File: src/rtl/tt_schedule_sequencer.sv
// rtl/tt_schedule_sequencer.sv - time-triggered schedule table sequencer with global time base
module tt_schedule_sequencer #(
  parameter int DEPTH = 16,
  parameter int IDX_W = 4
) (
  input  logic             clk,
  input  logic             rst,
  input  logic             enable,
  input  logic [28:0]      cycle_len,
  input  logic [IDX_W:0]   num_entries,
  input  logic             wr_en,
  input  logic [IDX_W-1:0] wr_addr,
  input  logic [31:0]      wr_data,
  input  logic             tx_in,
  output logic [31:0]      GTB,
  output logic [31:0]      schedule,
  output logic [IDX_W-1:0] index,
  output logic             running,
  output logic             cycle_done,
  output logic             miss,
  output logic             wr_err
);

  localparam logic [31:0]    PARK    = 32'h1FFF_FFFF;
  localparam logic [IDX_W:0] DEPTH_C = (IDX_W+1)'(DEPTH);

  typedef enum logic {IDLE, RUN} state_t;

  state_t          state_q, state_d;
  logic [28:0]     gtb_q, gtb_d;
  logic [28:0]     len_q, len_d;
  // Index is one bit wider than the table address so it can sit at count == DEPTH (parked).
  logic [IDX_W:0]  idx_q, idx_d;
  logic [IDX_W:0]  cnt_q, cnt_d;
  logic [31:0]     sched_q, sched_d;
  // Set for the cycle after any index change: sched_q still reflects the previous entry then.
  logic            blank_q, blank_d;
  logic            cycle_done_q, cycle_done_d;
  logic            miss_q, miss_d;
  logic            wr_err_q, wr_err_d;
  logic [31:0]     tbl_q [DEPTH];

  logic            wrap;
  logic            in_range;
  logic            late;

  assign wrap     = (gtb_q == (len_q - 29'd1));
  assign in_range = (idx_q < cnt_q);
  assign late     = ({1'b0, gtb_q} > ({1'b0, sched_q[28:0]} + 30'd1));

  // Next-state and datapath logic for the IDLE/RUN sequencer.
  always_comb begin
    state_d      = state_q;
    gtb_d        = gtb_q;
    len_d        = len_q;
    idx_d        = idx_q;
    cnt_d        = cnt_q;
    sched_d      = sched_q;
    blank_d      = blank_q;
    cycle_done_d = 1'b0;
    miss_d       = 1'b0;
    wr_err_d     = 1'b0;
    case (state_q)
      IDLE: begin
        gtb_d   = '0;
        idx_d   = '0;
        sched_d = PARK;
        blank_d = 1'b1;
        if (enable) begin
          state_d = RUN;
          len_d   = (cycle_len < 29'd2) ? 29'd2 : cycle_len;
          cnt_d   = (num_entries > DEPTH_C) ? DEPTH_C : num_entries;
        end
      end
      RUN: begin
        wr_err_d = wr_en;
        if (!enable) begin
          state_d = IDLE;
          gtb_d   = '0;
          idx_d   = '0;
          sched_d = PARK;
          blank_d = 1'b1;
        end else begin
          sched_d = in_range ? tbl_q[idx_q[IDX_W-1:0]] : PARK;
          blank_d = 1'b0;
          if (wrap) begin
            // Unserved entries are simply dropped when the hyperperiod restarts.
            gtb_d        = '0;
            idx_d        = '0;
            cycle_done_d = 1'b1;
            blank_d      = 1'b1;
          end else begin
            gtb_d = gtb_q + 29'd1;
            if (!blank_q && in_range) begin
              if (tx_in) begin
                idx_d   = idx_q + 1'b1;
                blank_d = 1'b1;
              end else if (sched_q != PARK && late) begin
                idx_d   = idx_q + 1'b1;
                miss_d  = 1'b1;
                blank_d = 1'b1;
              end
            end
          end
        end
      end
      default: state_d = IDLE;
    endcase
  end

  // State and datapath registers.
  always_ff @(posedge clk or posedge rst) begin
    if (rst) begin
      state_q      <= IDLE;
      gtb_q        <= '0;
      len_q        <= 29'd2;
      idx_q        <= '0;
      cnt_q        <= '0;
      sched_q      <= PARK;
      blank_q      <= 1'b1;
      cycle_done_q <= 1'b0;
      miss_q       <= 1'b0;
      wr_err_q     <= 1'b0;
    end else begin
      state_q      <= state_d;
      gtb_q        <= gtb_d;
      len_q        <= len_d;
      idx_q        <= idx_d;
      cnt_q        <= cnt_d;
      sched_q      <= sched_d;
      blank_q      <= blank_d;
      cycle_done_q <= cycle_done_d;
      miss_q       <= miss_d;
      wr_err_q     <= wr_err_d;
    end
  end

  // Schedule table: writable only while idle, cleared by reset.
  always_ff @(posedge clk or posedge rst) begin
    if (rst) begin
      for (int i = 0; i < DEPTH; i++) begin
        tbl_q[i] <= '0;
      end
    end else if (state_q == IDLE && wr_en && int'(wr_addr) < DEPTH) begin
      tbl_q[wr_addr] <= wr_data;
    end
  end

  assign GTB        = {3'b000, gtb_q};
  assign schedule   = sched_q;
  assign index      = idx_q[IDX_W-1:0];
  assign running    = (state_q == RUN);
  assign cycle_done = cycle_done_q;
  assign miss       = miss_q;
  assign wr_err     = wr_err_q;

endmodule
File: config.mk
export PLATFORM = sky130hd
export DESIGN_NAME = tt_schedule_sequencer
export DESIGN_NICKNAME = d
export VERILOG_FILES = /design/src/rtl/tt_schedule_sequencer.sv
export SDC_FILE = /design/constraint.sdc
export NUM_CORES = 1
export LEC_CHECK = 0
export ABC_CLOCK_PERIOD_IN_PS = 55500
export CAP_MARGIN = 25
export CORE_ASPECT_RATIO = 2
export CORE_MARGIN = 2
export CORE_UTILIZATION = 55
export DETAILED_ROUTE_END_ITERATION = 6
export PLACE_DENSITY_LB_ADDON = 0.2
export SYNTH_ARGS = -nofsm -noshare
export SYNTH_HDL_FRONTEND = slang
export SYNTH_SLANG_ARGS = --single-unit
File: constraint.sdc
create_clock -name clk -period 55.5 [get_ports clk]
set_clock_uncertainty 0.1 [all_clocks]
set_input_delay 5.55 -clock clk [delete_from_list [all_inputs] [get_ports clk]]
set_output_delay 5.55 -clock clk [all_outputs]
set_load 0.1 [all_outputs]
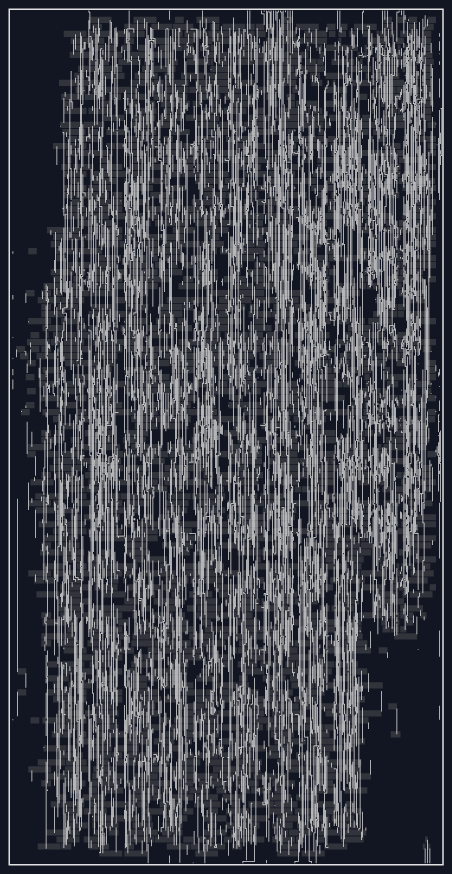
Fig. 1. The metal 2 layer (run 1).
Cells faint in the background.
wire length on this layer: 40.4 mm
main direction: vertical
longest straight run: 81.9 um
share of all routed wire: 54%
nets with wire on the layer: 2,132

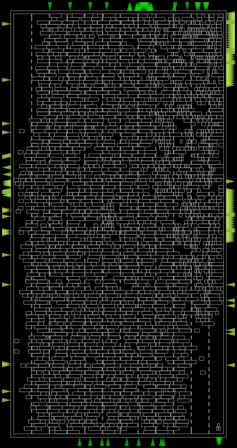
Fig. 2. Placed standard cells (run 1).
row cnt: 120
flip-flops: 617
# Taps: 671
Seq/total area: 0.4631
fillers: 3,931

==> out/metrics.csv, run 1 <==
metric,value,unit
status,"finished, final reports clean",
Ports,147,
final core occ,0.6275,
Critical R2R Launch,schedule[2],
Placer Congestion,0.9188,
Worst Path Buf+Inv,7,
Leak,14.43,nW
Final Critical Period,8.891,ns
Stages on worst setup path,7,
clk sinks,617,
HP Class,reg2reg,
Clock Tree Buf Depth,3,
Tot Pwr,0.001148,W
CTS tree,yes,
RSZ-0062 raised after global routing,no,
Worst-Skew Late Latency,0.61,ns
core area,53300,sq um
WL/cell,26.20,um
Top cell area share,0.4968,
total grt overflow,0,
Post-synth ARST share,1.000,
crit-path leading delay family,buffers and inverters,
post-layout instance area,33450,sq um
crit path to,idx_q[1],
Slew HR,0.2975,
Final Setup Violations,0,
first-pass GRT wire length,116.8,mm
most instantiated logic cells after routing,"dfrtp_1 (582), mux2_2 (514), mux4_2 (160), clkdlybuf4s50_1 (143), nand2_1 (117)",
largest net degree at the start of global routing,174,
synthesis area per yosys,29510,sq um
met2 WL,40.38,mm
CP startpoint,rst,
Yosys top cell by area,dfrtp_1,
share of post-route cells with drive strength above 1,0.4218,
most frequent cell after synthesis,dfrtp_1,
Hold WS,0.3734,ns
Commonest flop,dfrtp_1,
drt via density,6.255,
htree depth,2,
Non-Filler Instances,2872,
Pre-Place Util,0.5537,
Die Size,55640,sq um
CP Class,in2async,
Reg area,15490,sq um
CTS resizes,0,
"Slew Viols, Final",0,
hold_sp,cnt_q[0],
WL met3,3.361,mm
Max Clock Freq,0.1125,GHz
crit-path max cell delay,0.76,ns
hold_buf cts,0,
Yosys reg bits,617,
DRT Pass-1 Iters,5,
Reg2Reg Depth,17,
post-synthesis cell area,29510,sq um
final setup TNS,0,ns
CP Launch Type,input port,
reg2reg end,idx_q[3],
post-route met1 wirelength,27.37,mm
peak fanout along the critical path,173,
grt met1 use,0.3209,
DRC violations left,0,
Detailed Route Iter0 Violations,993,
number of enable flip-flop cells,0,
top cells by instance count after synthesis,"dfrtp_1 (586), mux2_2 (514), mux4_2 (160)",
Worst Setup End Kind,asynchronous set/reset pin,
pre-CTS WS,45.58,ns
clock buffers,80,
"reg-to-reg slack, setup",50.48,ns
post-placement cell area,31580,sq um
Multi-input gate area,13390,sq um
met3 track demand over resource,0.04164,
max layer used,met5,
Unique cell types,70,
initial antenna violation count,4,
via count,17960,
Worst Hold Depth,2,
worst endpoint required time,55.86,ns
count of tool warnings,30,
syn avg cell area,14.31,sq um
M2 GR Usage,0.4962,
Non-clock inverters,22,
vias in the first global route,19290,
Worst EP arrival,9.25,ns
port bufs,143,
synthesized instance count,2062,
max_cap viols,0,
bufs w/o clock,186,
post-DP HPWL,49.05,mm
buffering overhead,0.05619,
die height,331.6,um
post-route antenna net violation count,0,
WL final,75.24,mm
GRT Max-Usage Layer,met2,
# diodes,1,
post-CTS setup buffers,0,
CTS Buf Count,53,
CP cell instances,clkdlybuf4s50_1 > inv_8 > buf_16 > buf_4 > buf_4 > buf_16 > buf_12,
total placed cells including tap cells,2767,
Final Cycle Share,0.1602,
post-route setup slack,46.61,ns
clk slew on worst S/H paths,0.07,ns
final hold vios,0,
Max IR drop VDD,0.02746,mV
nets,2267,
Synth area leaders,"dfrtp_1 (50%), mux2_2 (20%), mux4_2 (12%)",
CP max stage cell,buf_4,
clk tree area frac,0.05256,
# Cells Yosys,2062,
MI comb cells,1275,
GRT Total Usage,0.2763,
Top class by area,flip-flops and latches,
DIE WIDTH,167.8,um
yosys warns,0,
"Seq/Total Area, Yosys",0.5244,
Slew @ Worst Pin,1.050,ns
CTS root buf,clkbuf_16,
power per cell area,34.32,nW/um^2
multi-input gate share of total cell area,0.4003,
Layout area overhead,13.32,%
WHS Endpoint,cnt_q[0],
Commonest Layout Cell,dfrtp_1,
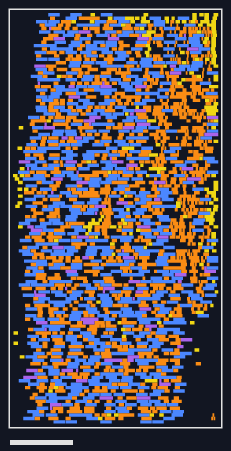
Fig. 3. Placed cells, one color a class (run 1).
Bar = 50 um.
| class | color | cells | share of their area |
|---|---|---|---|
| remaining buffers and delay cells | yellow | 186 | 5.8% |
| combinational and other logic | orange | 1,297 | 41% |
| clock drivers and dummy loads | purple | 100 | 5.4% |
| sequential cells | blue | 617 | 48% |

==> run 1: kinds of logic after synthesis <==
| family | Yosys count | synth area share |
|---|---|---|
| xor+xnor | 88 | 0.02611 |
| other cells | 1 | 0.0001271 |
| flops | 617 | 0.5244 |
| compound gates | 79 | 0.01920 |
| simple gates | 391 | 0.07113 |
| fa+ha+maj | 37 | 0.01569 |
| buf+inv | 172 | 0.02408 |
| mux | 677 | 0.3192 |
==> run 1: power breakdown <==
group          switching (W)  internal, W
sequential         0.0000464     0.000530
combinational      0.0000839     0.000108
clock               0.000170     0.000210
total               0.000300     0.000848
==> run 1: sequential cells by signal, summed over array words and instances (netlist names) <==
name and flops:
cycle_done 1, tbl_q 512, blank_q 1, len_q 29, schedule 32, wr_err 1, gtb_q 29, miss 1
running 1, cnt_q 5, idx_q 5
Fig. 4: run 1, clock wires, drivers and flops
Bar = 50 um.
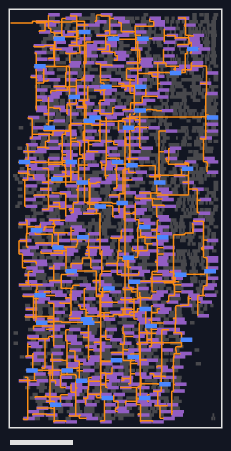

--- run 2 (diff from run 1) ---
--- a/config.mk
+++ b/config.mk
@@ -5,7 +5,7 @@
 export SDC_FILE = /design/constraint.sdc
 export NUM_CORES = 1
 export LEC_CHECK = 0
-export ABC_CLOCK_PERIOD_IN_PS = 55500
+export ABC_CLOCK_PERIOD_IN_PS = 8200
 export CAP_MARGIN = 25
 export CORE_ASPECT_RATIO = 2
 export CORE_MARGIN = 2
==> constraint.sdc (replaced) <==
create_clock -name clk -period 8.2 [get_ports clk]
set_clock_uncertainty 0.1 [all_clocks]
set_input_delay 0.82 -clock clk [delete_from_list [all_inputs] [get_ports clk]]
set_output_delay 0.82 -clock clk [all_outputs]
set_load 0.1 [all_outputs]
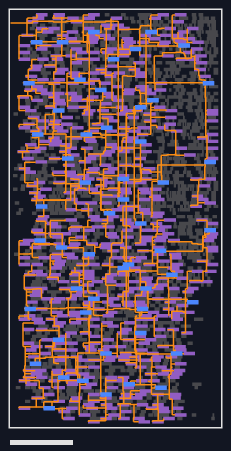
Fig. 5. Clock wires, drivers and flops (run 2).
Bar = 50 um.
[clock wires] orange | length: 7,280 um
[clock drivers] blue | count: 53
[flip-flops] purple | count: 617
flops lie: spread over the die
routed clock nets: 54

==> run 2 against run 1 <==
  * Via count fell by 0.45%
  * Cell area fell by 0.22%
  * Non-clock buffer count fell by 7
  * Clock-buffer cell count rose by 2
  * Sequential cell count did not move
  * Utilization fell by 0.14 points
  * Register-to-register slack got worse by 47 ns
  * Worst hold slack improved by 0.0035 ns
  * Die area did not move
  * Critical path depth rose by 10
  * Critical endpoint is now idx_q[4]
  * Largest cell class unchanged
  * Highest routed layer is now met4
==> out/metrics.csv, run 2 <==
metric,value,unit
top cells by instance count after synthesis,"dfrtp_1 (586), mux2_2 (514), mux4_2 (160)",
Synth area leaders,"dfrtp_1 (50%), mux2_2 (20%), mux4_2 (12%)",
P_sw,0.002016,W
Worst EP arrival,5.02,ns
Sequential Power,0.00390,W
CTS tree,yes,
WL/cell,26.28,um
CTS Buf Count,53,
Clock Tree Buf Depth,3,
number of enable flip-flop cells,0,
crit path to,idx_q[4],
Switching Share,0.2580,
largest net degree at the start of global routing,194,
status,"finished, final reports clean",
vias in the first global route,19690,
hold_sp,cnt_q[0],
syn avg cell area,14.31,sq um
DIE WIDTH,167.8,um
reg2reg end,idx_q[4],
most instantiated logic cells after routing,"dfrtp_1 (582), mux2_2 (514), mux4_2 (160), clkdlybuf4s50_1 (143), nand2_1 (117)",
"Seq/Total Area, Yosys",0.5244,
die height,331.6,um
RSZ-0062 raised after global routing,no,
Slew HR,0.2585,
DRC violations left,0,
WL final,75.21,mm
CP cell instances,and3_1 > and3_1 > nand2_1 > nor2_1 > nand4_1 > nor3_1 > nand4_1 > xor2_1 > ha_1 > nand4_1 > nor4b_1 > o31ai_1 > o211ai_1 > a21oi_1 > o31a_1 > or4_1 > a21oi_2,
final setup TNS,0,ns
Placer Congestion,0.8978,
Post-synth ARST share,1.000,
Reg2Reg Depth,17,
"Slew Viols, Final",0,
CP Class,reg2reg,
Logic pwr share,0.166,
Final Setup Violations,0,
total grt overflow,0,
Final Critical Period,4.588,ns
Top cell area share,0.4968,
Tot Pwr,0.007812,W
Worst-Skew Late Latency,0.60,ns
Yosys top cell by area,dfrtp_1,
Worst Hold Depth,2,
Die Size,55640,sq um
# Cells Yosys,2062,
via count,17880,
Reg power frac,0.499,
row cnt,120,
CP max stage cell,dfstp_2,
htree depth,2,
HP Class,reg2reg,
GRT Total Usage,0.2772,
Critical R2R Launch,schedule[2],
M2 GR Usage,0.5000,
count of tool warnings,33,
Hold WS,0.3769,ns
"reg-to-reg slack, setup",3.61,ns
Commonest flop,dfrtp_1,
Internal,0.005796,W
port bufs,143,
post-route setup slack,3.612,ns
CP Launch Type,register,
post-route antenna net violation count,0,
crit-path max cell delay,0.57,ns
WHS Endpoint,cnt_q[0],
power per cell area,234.1,nW/um^2
peak fanout along the critical path,11,
synthesized instance count,2062,
Reg with most FFs,tbl_q,
Leak,14.37,nW
Ports,147,
synthesis area per yosys,29510,sq um
part of the power in the clock network,0.335,
hold_buf cts,0,
clk slew on worst S/H paths,0.07,ns
post-DP HPWL,47.55,mm
post-layout instance area,33370,sq um
Stages on worst setup path,17,
Max IR drop VDD,0.1496,mV
post-CTS setup buffers,0,
CP startpoint,schedule[2],
met3 track demand over resource,0.03854,
post-synthesis cell area,29510,sq um
CTS root buf,clkbuf_16,
share of post-route cells with drive strength above 1,0.4178,
yosys warns,0,
most frequent cell after synthesis,dfrtp_1,
Clock net power,0.00261,W
Worst Path Buf+Inv,0,
crit-path leading delay family,simple AND/OR/NAND/NOR gates,
pre-CTS WS,3.648,ns
Yosys reg bits,617,
comb pwr,0.00130,W
GRT Max-Usage Layer,met2,
drt via density,6.248,
CTS resizes,0,
Pre-Place Util,0.5537,
Final Cycle Share,0.5595,
initial antenna violation count,1,
clk sinks,617,
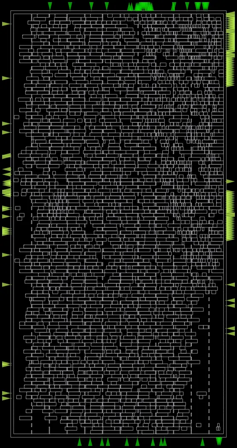
Fig. 6. Placed standard cells (run 2).
Non-Filler Instances: 2,862
final core occ: 0.6261
Seq/total area: 0.4641
core area: 53,300 sq um
fillers: 3,935

==> run 2: final cells by class <==
class / instances / area (sq um)
Fill cell: 3935 / 19930
Antenna cell: 1 / 2.502
Multi-Input combinational cell: 1275 / 13390
Sequential cell: 617 / 15490
Clock buffer: 82 / 1535
Tap cell: 671 / 839.6
Timing Repair Buffer: 179 / 1790
Inverter: 22 / 86.33
Clock inverter: 15 / 241.5
==> run 2: kinds of logic after synthesis <==
group | after synthesis | share of synthesized area
AND-OR/OR-AND | 79 | 0.01920
XOR/XNOR | 88 | 0.02611
adder cells (fa/ha/maj) | 37 | 0.01569
buffers and inverters | 172 | 0.02408
flip-flops | 617 | 0.5244
multiplexers | 677 | 0.3192
other | 1 | 0.0001271
AND/OR/NAND/NOR | 391 | 0.07113
Fig. 7: run 2, placed cells, one color a class
Bar = 50 um.
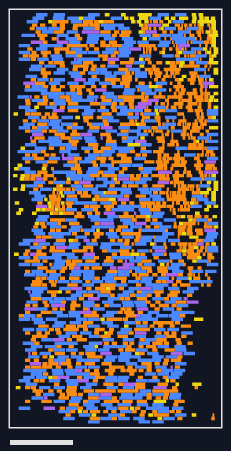

--- run 3 (diff from run 2) ---
--- a/config.mk
+++ b/config.mk
@@ -5,7 +5,7 @@
 export SDC_FILE = /design/constraint.sdc
 export NUM_CORES = 1
 export LEC_CHECK = 0
-export ABC_CLOCK_PERIOD_IN_PS = 8200
+export ABC_CLOCK_PERIOD_IN_PS = 3800
 export CAP_MARGIN = 25
 export CORE_ASPECT_RATIO = 2
 export CORE_MARGIN = 2
==> constraint.sdc (replaced) <==
create_clock -name clk -period 3.8 [get_ports clk]
set_clock_uncertainty 0.1 [all_clocks]
set_input_delay 0.38 -clock clk [delete_from_list [all_inputs] [get_ports clk]]
set_output_delay 0.38 -clock clk [all_outputs]
set_load 0.1 [all_outputs]
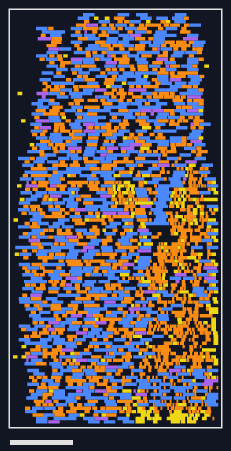
Fig. 8. Placed cells, one color a class (run 3).
Bar = 50 um.
| class | color | cells | share of their area |
|---|---|---|---|
| clock drivers and dummy loads | purple | 100 | 5.8% |
| combinational and other logic | orange | 1,298 | 41% |
| sequential cells | blue | 617 | 47% |
| remaining buffers and delay cells | yellow | 236 | 6.8% |

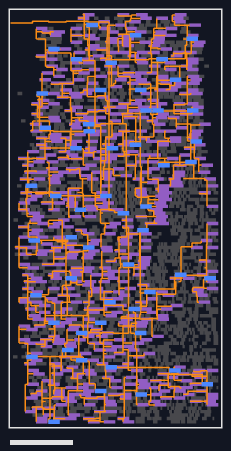
Fig. 9. Clock wires, drivers and flops (run 3).
Bar = 50 um.
[flip-flops] purple | count: 617
[clock wires] orange | length: 7,110 um
[clock drivers] blue | count: 54
routed clock nets: 55

==> run 3 against run 2 <==
  * The flow now finishes with violations (setup timing)
  * Sequential share of layout area down 0.92 points
  * Combinational power rose by 120%
  * Global-route usage decreased by 0.33 points
  * Maximum frequency up 13%
  * Cell area rose by 2.1%
  * Cell count is 2.1% higher
  * Sequential power up 120%
  * First-iteration DRC count fell by 2.9%
  * Non-clock buffer count is 57 higher
  * Via count rose by 0.82%
  * Worst hold slack worse by 0.21 ns
  * Register-to-register slack worse by 3.9 ns
  * Largest power group unchanged
  * Highest routed layer is now met5
==> out/metrics.csv, run 3 <==
metric,value,unit
Reg with most FFs,tbl_q,
top cells by instance count after synthesis,"dfrtp_1 (586), mux2_2 (514), mux4_2 (160)",
"Slew Viols, Final",0,
GRT Total Usage,0.2740,
htree depth,2,
via count,18030,
max reg flops,512,
Max Clock Freq,0.2464,GHz
clk tree area frac,0.05653,
CP cell instances,and3_4 > and3_4 > nand2_2 > nor2_2 > nand4_1 > nor3_4 > nand4_1 > xor2_1 > ha_1 > nand4_1 > nor4b_2 > o31ai_1 > o211ai_1 > a21oi_2 > o31a_1 > or4_4 > a21oi_2,
Detailed Route Iter0 Violations,1010,
fillers,3833,
"Seq/Total Area, Yosys",0.5244,
number of enable flip-flop cells,0,
CP max stage cell,dfstp_4,
syn avg cell area,14.31,sq um
Clock Tree Buf Depth,3,
mux share,0.3192,
DRC violations left,0,
DIE WIDTH,167.8,um
Non-clock inverters,22,
Leak,14.74,nW
GRT Max-Usage Layer,met2,
Non-Filler Instances,2922,
Reg area,15510,sq um
final hold vios,0,
flip-flops,617,
Final Critical Period,4.058,ns
Multi-input gate area,13460,sq um
"top comb family, area",multiplexers,
Top cell area share,0.4968,
failing checks,setup timing,
pre-CTS WS,-0.3785,ns
post-layout instance area,34090,sq um
drt via density,6.170,
Commonest flop,dfrtp_1,
status,finished with violations,
synthesized instance count,2062,
WL met3,2.658,mm
post-placement cell area,32080,sq um
most frequent cell after synthesis,dfrtp_1,
largest net degree at the start of global routing,130,
port bufs,143,
DRT Pass-1 Iters,5,
Worst-Skew Late Latency,0.60,ns
post-route setup slack,-0.2577,ns
met3 track demand over resource,0.03114,
Max IR drop VDD,0.3291,mV
M2 GR Usage,0.4991,
crit-path leading delay family,simple AND/OR/NAND/NOR gates,
# Cells Yosys,2062,
met2 WL,40.37,mm
die height,331.6,um
clock buffers,70,
"XOR-XNOR Cells, Area Fraction",0.02611,
total grt overflow,0,
Tot Pwr,0.01725,W
Worst EP arrival,4.49,ns
peak fanout along the critical path,5,
MI comb cells,1276,
# diodes,0,
final setup TNS,-1.198,ns
hold_buf cts,0,
Worst Setup End Kind,register,
synthesis area per yosys,29510,sq um
Yosys reg bits,617,
grt met1 use,0.3301,
yosys warns,0,
post-route antenna net violation count,0,
Layout area overhead,15.49,%
final core occ,0.6395,
post-CTS setup buffers,4,
max layer used,met5,
CP Class,reg2reg,
Ports,147,
Worst Path Buf+Inv,0,
initial antenna violation count,2,
Slew HR,0.3067,
post-DP HPWL,47.97,mm
simple share,0.07113,
bufs w/o clock,236,
Placer Congestion,0.8767,
Final Setup Violations,5,
WL/cell,25.36,um
share of post-route cells with drive strength above 1,0.4460,
CP Launch Type,register,
Seq/total area,0.4549,
Die Size,55640,sq um
clk sinks,617,
Pre-Place Util,0.5537,
total placed cells including tap cells,2815,
first-pass GRT wire length,116.4,mm
Final Cycle Share,1.068,
CTS root buf,clkbuf_16,
run 3: report_power, final:
| part | total (W) | internal (W) | switching [W] | leakage (nW) |
|---|---|---|---|---|
| clock network | 0.00595 | 0.00345 | 0.00250 | 0.934 |
| registers | 0.00840 | 0.00774 | 0.000656 | 7.83 |
| logic | 0.00291 | 0.00164 | 0.00127 | 5.97 |
| total | 0.0173 | 0.0128 | 0.00443 | 14.7 |
run 3: worst paths after layout:
path / start / end / cells after the start
worst max-delay path: schedule[2] / idx_q[4] / 17
worst min-delay path: rst / tbl_q[34] / 2
worst max register to register: schedule[2] / idx_q[4] / 17
worst min register to register: cnt_q[0] / cnt_q[0] / 2
max in group asynchronous: rst / tbl_q[115] / 3
min in group clk: cycle_len[5] / len_q[5] / 3
Power figures rest on the tool's default switching activity, not on a simulated workload.
